Routed metal per tile:
The die is cut into 18 by 18 equal tiles; dark blue is low, red is high, scaled to the fullest tile. Values are wire area over tile area, all layers added.
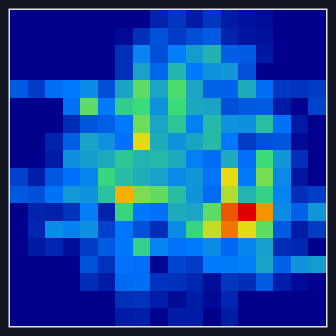
Clock wires, drivers and flops:
Bar = 20 µm.
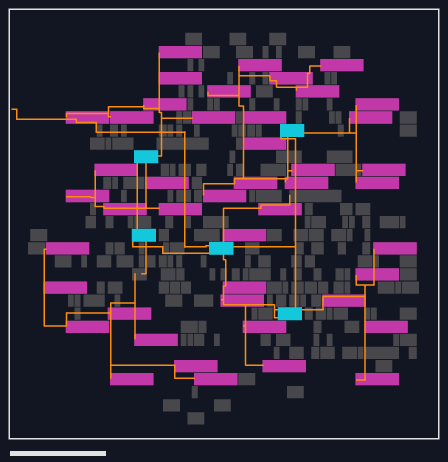
Placement by cell class:
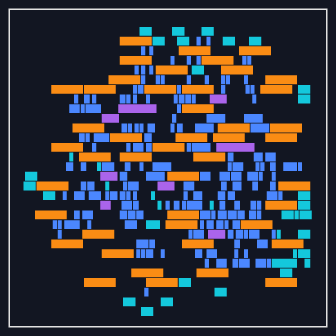
Sequential cells coloured by netlist name:
Other sequential cells in the stronger grey, the rest of the logic in the fainter grey.
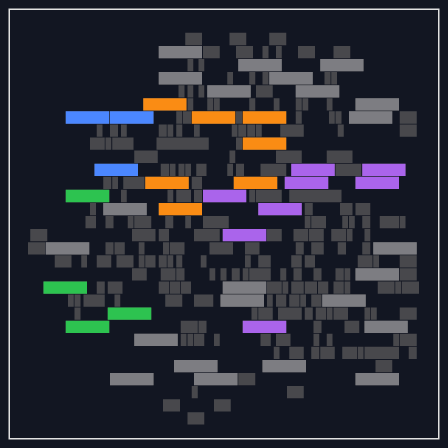
--- src/rtl/sync_frame_pkg.sv ---
// Shared types and widths for the packet framing controller.
package sync_frame_pkg;

  localparam int BYTE_W    = 8;
  localparam int BIT_CNT_W = 3;

  typedef enum logic [2:0] {
    HUNT    = 3'd0,
    LEN     = 3'd1,
    PAYLOAD = 3'd2,
    DONE    = 3'd3,
    ERR     = 3'd4
  } state_t;

endpackage

--- src/rtl/serial_byte_deser.sv ---
// LSB-first serial-to-byte deserializer with a bit counter.
// byte_out is the value the register would hold after shifting in the
// current bit, so a consumer can grab the completed byte on the same
// cycle byte_done fires.
module serial_byte_deser
  import sync_frame_pkg::*;
(
  input  logic              clk,
  input  logic              n_rst,
  input  logic              clear,
  input  logic              shift_en,
  input  logic              serial_in,
  output logic [BYTE_W-1:0] byte_out,
  output logic              byte_done
);

  logic [BYTE_W-1:0]    r_sr;
  logic [BIT_CNT_W-1:0] r_bit_cnt;

  assign byte_out  = {serial_in, r_sr[BYTE_W-1:1]};
  assign byte_done = shift_en && (r_bit_cnt == BIT_CNT_W'(BYTE_W - 1));

  // Shift register and bit counter; the counter wraps to 0 after the 8th bit.
  always_ff @(posedge clk or negedge n_rst) begin
    if (!n_rst) begin
      r_sr      <= '0;
      r_bit_cnt <= '0;
    end else if (clear) begin
      r_sr      <= '0;
      r_bit_cnt <= '0;
    end else if (shift_en) begin
      r_sr      <= byte_out;
      r_bit_cnt <= r_bit_cnt + 1'b1;
    end
  end

endmodule

--- src/rtl/sync_frame_ctrl.sv ---
// Packet framing controller: hunts for sync via an external detector,
// then captures a length byte and deserializes that many payload bytes.
module sync_frame_ctrl
  import sync_frame_pkg::*;
#(
  parameter int MAX_LEN     = 64,
  parameter int TIMEOUT_CYC = 16
) (
  input  logic              clk,
  input  logic              n_rst,
  input  logic              enable,
  input  logic              shift_en,
  input  logic              serial_in,
  input  logic              sync_det,
  output logic              det_shift_en,
  output logic [BYTE_W-1:0] rx_data,
  output logic              rx_valid,
  output logic [BYTE_W-1:0] byte_cnt,
  output logic              busy,
  output logic              packet_done,
  output logic              packet_err
);

  localparam int                IDLE_W    = $clog2(TIMEOUT_CYC);
  localparam logic [BYTE_W-1:0] MAX_LEN_B = BYTE_W'(MAX_LEN);
  localparam logic [IDLE_W-1:0] IDLE_LAST = IDLE_W'(TIMEOUT_CYC - 1);

  state_t            r_state;
  state_t            w_state_nxt;
  logic              w_in_frame;
  logic              w_shift;
  logic              w_lock;
  logic              w_len_ok;
  logic              w_byte_rx;
  logic              w_des_clear;
  logic              w_des_shift;
  logic [BYTE_W-1:0] w_des_byte;
  logic              w_des_done;

  logic [IDLE_W-1:0] r_idle_cnt;
  logic [BYTE_W-1:0] r_len;
  logic [BYTE_W-1:0] r_byte_cnt;
  logic [BYTE_W-1:0] r_rx_data;
  logic              r_rx_valid;
  logic              r_busy;
  logic              r_done;
  logic              r_err;

  assign w_in_frame  = (r_state == LEN) || (r_state == PAYLOAD);
  assign w_shift     = shift_en && enable;
  assign w_des_shift = w_shift && w_in_frame;
  // Outside a frame the deserializer is held clear so each lock starts at bit 0.
  assign w_des_clear = !w_in_frame;

  assign det_shift_en = w_shift && (r_state == HUNT);
  assign rx_data      = r_rx_data;
  assign rx_valid     = r_rx_valid;
  assign byte_cnt     = r_byte_cnt;
  assign busy         = r_busy;
  assign packet_done  = r_done;
  assign packet_err   = r_err;

  serial_byte_deser u_deser (
    .clk       (clk),
    .n_rst     (n_rst),
    .clear     (w_des_clear),
    .shift_en  (w_des_shift),
    .serial_in (serial_in),
    .byte_out  (w_des_byte),
    .byte_done (w_des_done)
  );

  // State register.
  always_ff @(posedge clk or negedge n_rst) begin
    if (!n_rst) r_state <= HUNT;
    else        r_state <= w_state_nxt;
  end

  // Next-state logic; enable loss beats a completing bit, timeout only when idle.
  always_comb begin
    w_state_nxt = r_state;
    w_lock      = 1'b0;
    w_len_ok    = 1'b0;
    w_byte_rx   = 1'b0;
    case (r_state)
      HUNT: begin
        if (w_shift && sync_det) begin
          w_state_nxt = LEN;
          w_lock      = 1'b1;
        end
      end
      LEN, PAYLOAD: begin
        if (!enable) begin
          w_state_nxt = ERR;
        end else if (w_des_done) begin
          if (r_state == LEN) begin
            if ((w_des_byte == '0) || (w_des_byte > MAX_LEN_B)) begin
              w_state_nxt = ERR;
            end else begin
              w_state_nxt = PAYLOAD;
              w_len_ok    = 1'b1;
            end
          end else begin
            w_byte_rx = 1'b1;
            if ((r_byte_cnt + 1'b1) == r_len) w_state_nxt = DONE;
          end
        end else if (!shift_en && (r_idle_cnt == IDLE_LAST)) begin
          w_state_nxt = ERR;
        end
      end
      DONE:    w_state_nxt = HUNT;
      ERR:     w_state_nxt = HUNT;
      default: w_state_nxt = HUNT;
    endcase
  end

  // Idle counter: counts cycles without a bit while inside a frame.
  always_ff @(posedge clk or negedge n_rst) begin
    if (!n_rst)                      r_idle_cnt <= '0;
    else if (w_in_frame && !w_shift) r_idle_cnt <= r_idle_cnt + 1'b1;
    else                             r_idle_cnt <= '0;
  end

  // Length capture and payload byte counter; count survives until next lock.
  always_ff @(posedge clk or negedge n_rst) begin
    if (!n_rst) begin
      r_len      <= '0;
      r_byte_cnt <= '0;
    end else begin
      if (w_len_ok) r_len <= w_des_byte;
      if (w_lock || w_len_ok) r_byte_cnt <= '0;
      else if (w_byte_rx)     r_byte_cnt <= r_byte_cnt + 1'b1;
    end
  end

  // Registered outputs: data byte, pulses and busy flag.
  always_ff @(posedge clk or negedge n_rst) begin
    if (!n_rst) begin
      r_rx_data  <= '0;
      r_rx_valid <= 1'b0;
      r_busy     <= 1'b0;
      r_done     <= 1'b0;
      r_err      <= 1'b0;
    end else begin
      if (w_byte_rx) r_rx_data <= w_des_byte;
      r_rx_valid <= w_byte_rx;
      r_busy     <= (w_state_nxt == LEN) || (w_state_nxt == PAYLOAD);
      r_done     <= (w_state_nxt == DONE);
      r_err      <= (w_state_nxt == ERR);
    end
  end

endmodule

--- config.mk ---
export PLATFORM = sky130hd
export DESIGN_NAME = sync_frame_ctrl
export DESIGN_NICKNAME = d
export VERILOG_FILES = /design/src/rtl/sync_frame_pkg.sv /design/src/rtl/serial_byte_deser.sv /design/src/rtl/sync_frame_ctrl.sv
export SDC_FILE = /design/constraint.sdc
export NUM_CORES = 1
export LEC_CHECK = 0
export ABC_CLOCK_PERIOD_IN_PS = 2600
export CAP_MARGIN = 20
export CORE_MARGIN = 2
export CORE_UTILIZATION = 30
export CTS_BUF_LIST = sky130_fd_sc_hd__clkbuf_8 sky130_fd_sc_hd__clkbuf_16
export DETAILED_ROUTE_END_ITERATION = 10
export GPL_TIMING_DRIVEN = 0
export PLACE_DENSITY = 0.56
export SLEW_MARGIN = 10
export SYNTH_ARGS = -nofsm -noshare
export SYNTH_HDL_FRONTEND = slang
export SYNTH_SLANG_ARGS = --single-unit
--- constraint.sdc ---
create_clock -name clk -period 2.6 [get_ports clk]
set_input_delay 0.39 -clock clk [delete_from_list [all_inputs] [get_ports clk]]
set_output_delay 0.39 -clock clk [all_outputs]
set_load 0.01 [all_outputs]
==> results_dict.tcl <==
# flow metrics
set metrics [dict create \
    cts_resized 0 \
    edf_count 0 \
    io_pins 27 \
    track_usage 0.130 \
    dp_cells 348 \
    routed_wl_um 4550 \
    finalCritPeriodShare 0.919 \
    status "complete, no violations" \
    critPathCaptureType "output port" \
    cts_buffer_depth 2 \
    avgSynthCellArea_um2 9.63 \
    worst_path_most_repeated_cell "clkdlybuf4s50_1" \
    reg2reg_slack_ns 0.30 \
    cts_made_buffers 5 \
    synth_cell_types 35 \
    routedWlPerCell_um 12.8 \
    critPathArrivalTime_ns 2.00 \
    grt_max_degree 28 \
    tritoncts "done" \
    path_class "primary input to output port" \
    grt-ovfl-total 0 \
    routabilityCongestion 0.782 \
    fin_total_pwr_mw 1.42 \
    final_layout_top_logic_cells "nand2_1 (55), dfrtp_1 (45), clkdlybuf4s50_1 (25)" \
    power_density_nw_per_um2 527 \
    yosys.area.top_type_share 0.520 \
    core_util_floorplan 0.314 \
    hp-class "primary input to asynchronous set/reset pin" \
    top_area_cell "dfrtp_1" \
    synth_cells 225 \
    peakVddDrop_mv 0.211 \
    wl_met1_um 2120 \
    met1_usage 0.172 \
    antenna_found_initial 0 \
    crit_start "enable" \
    n_fill_cell 736 \
    dieArea_um2 7920 \
    top_layer_used "met4" \
    mux_share 0.0537 \
    top_power_group "sequential cells" \
]
-- 'routed metal per tile' (at the start) --
fullest tile: 0.48
mean over tiles: 0.089
nearly empty tiles: 29%

-- 'clock wires, drivers and flops' (at the start) --
[clock wires] orange | length: 612 µm
[cells driving clock nets] cyan | count: 5
[flip-flops] magenta | count: 45
routed clock nets: 6
final setup skew: 0.0104 ns
Worst-Skew Late Latency: 0.31 ns
Clock group: 0.644 mW

-- 'placement by cell class' (at the start) --
| class | colour | cells |
|---|---|---|
| clock drivers and dummy loads | purple | 8 |
| all other logic | blue | 170 |
| flip-flops | orange | 45 |
| other buffers and delay cells | cyan | 37 |
design area: 2700 µm²
Final Util: 0.391
Seq area share: 0.417
row cnt: 30
Core Footprint: 6910 µm²

-- 'sequential cells coloured by netlist name' (at the start) --
| netlist name | colour | placed flops |
|---|---|---|
| r_len | purple | 8 |
| u_deser.r_bit_cnt | blue | 3 |
| u_deser.r_sr | orange | 7 |
| r_idle_cnt | green | 4 |
not coloured: 23
register area: 1130 µm²
Flop+latch power: 0.712 mW

[area by class of cell]
| cell class | instances | share of cell area |
|---|---|---|
| Sequential cell | 45 | 0.417 |
| Buffer | 10 | 0.0167 |
| Timing Repair Buffer | 27 | 0.102 |
| Inverter | 7 | 0.00973 |
| Multi-Input combinational cell | 163 | 0.359 |
| Tap cell | 96 | 0.0445 |
| Clock inverter | 3 | 0.0255 |
| Clock buffer | 5 | 0.0255 |
[registers in the layout, indices dropped and copies added (netlist names)]
register and count:
u_deser.r_bit_cnt 3, r_state 3, packet_err 1, busy 1, packet_done 1, rx_valid 1, u_deser.r_sr 7, r_len 8
r_idle_cnt 4, rx_data 8, byte_cnt 8
Power figures rest on the tool's default switching activity, not on a simulated workload.
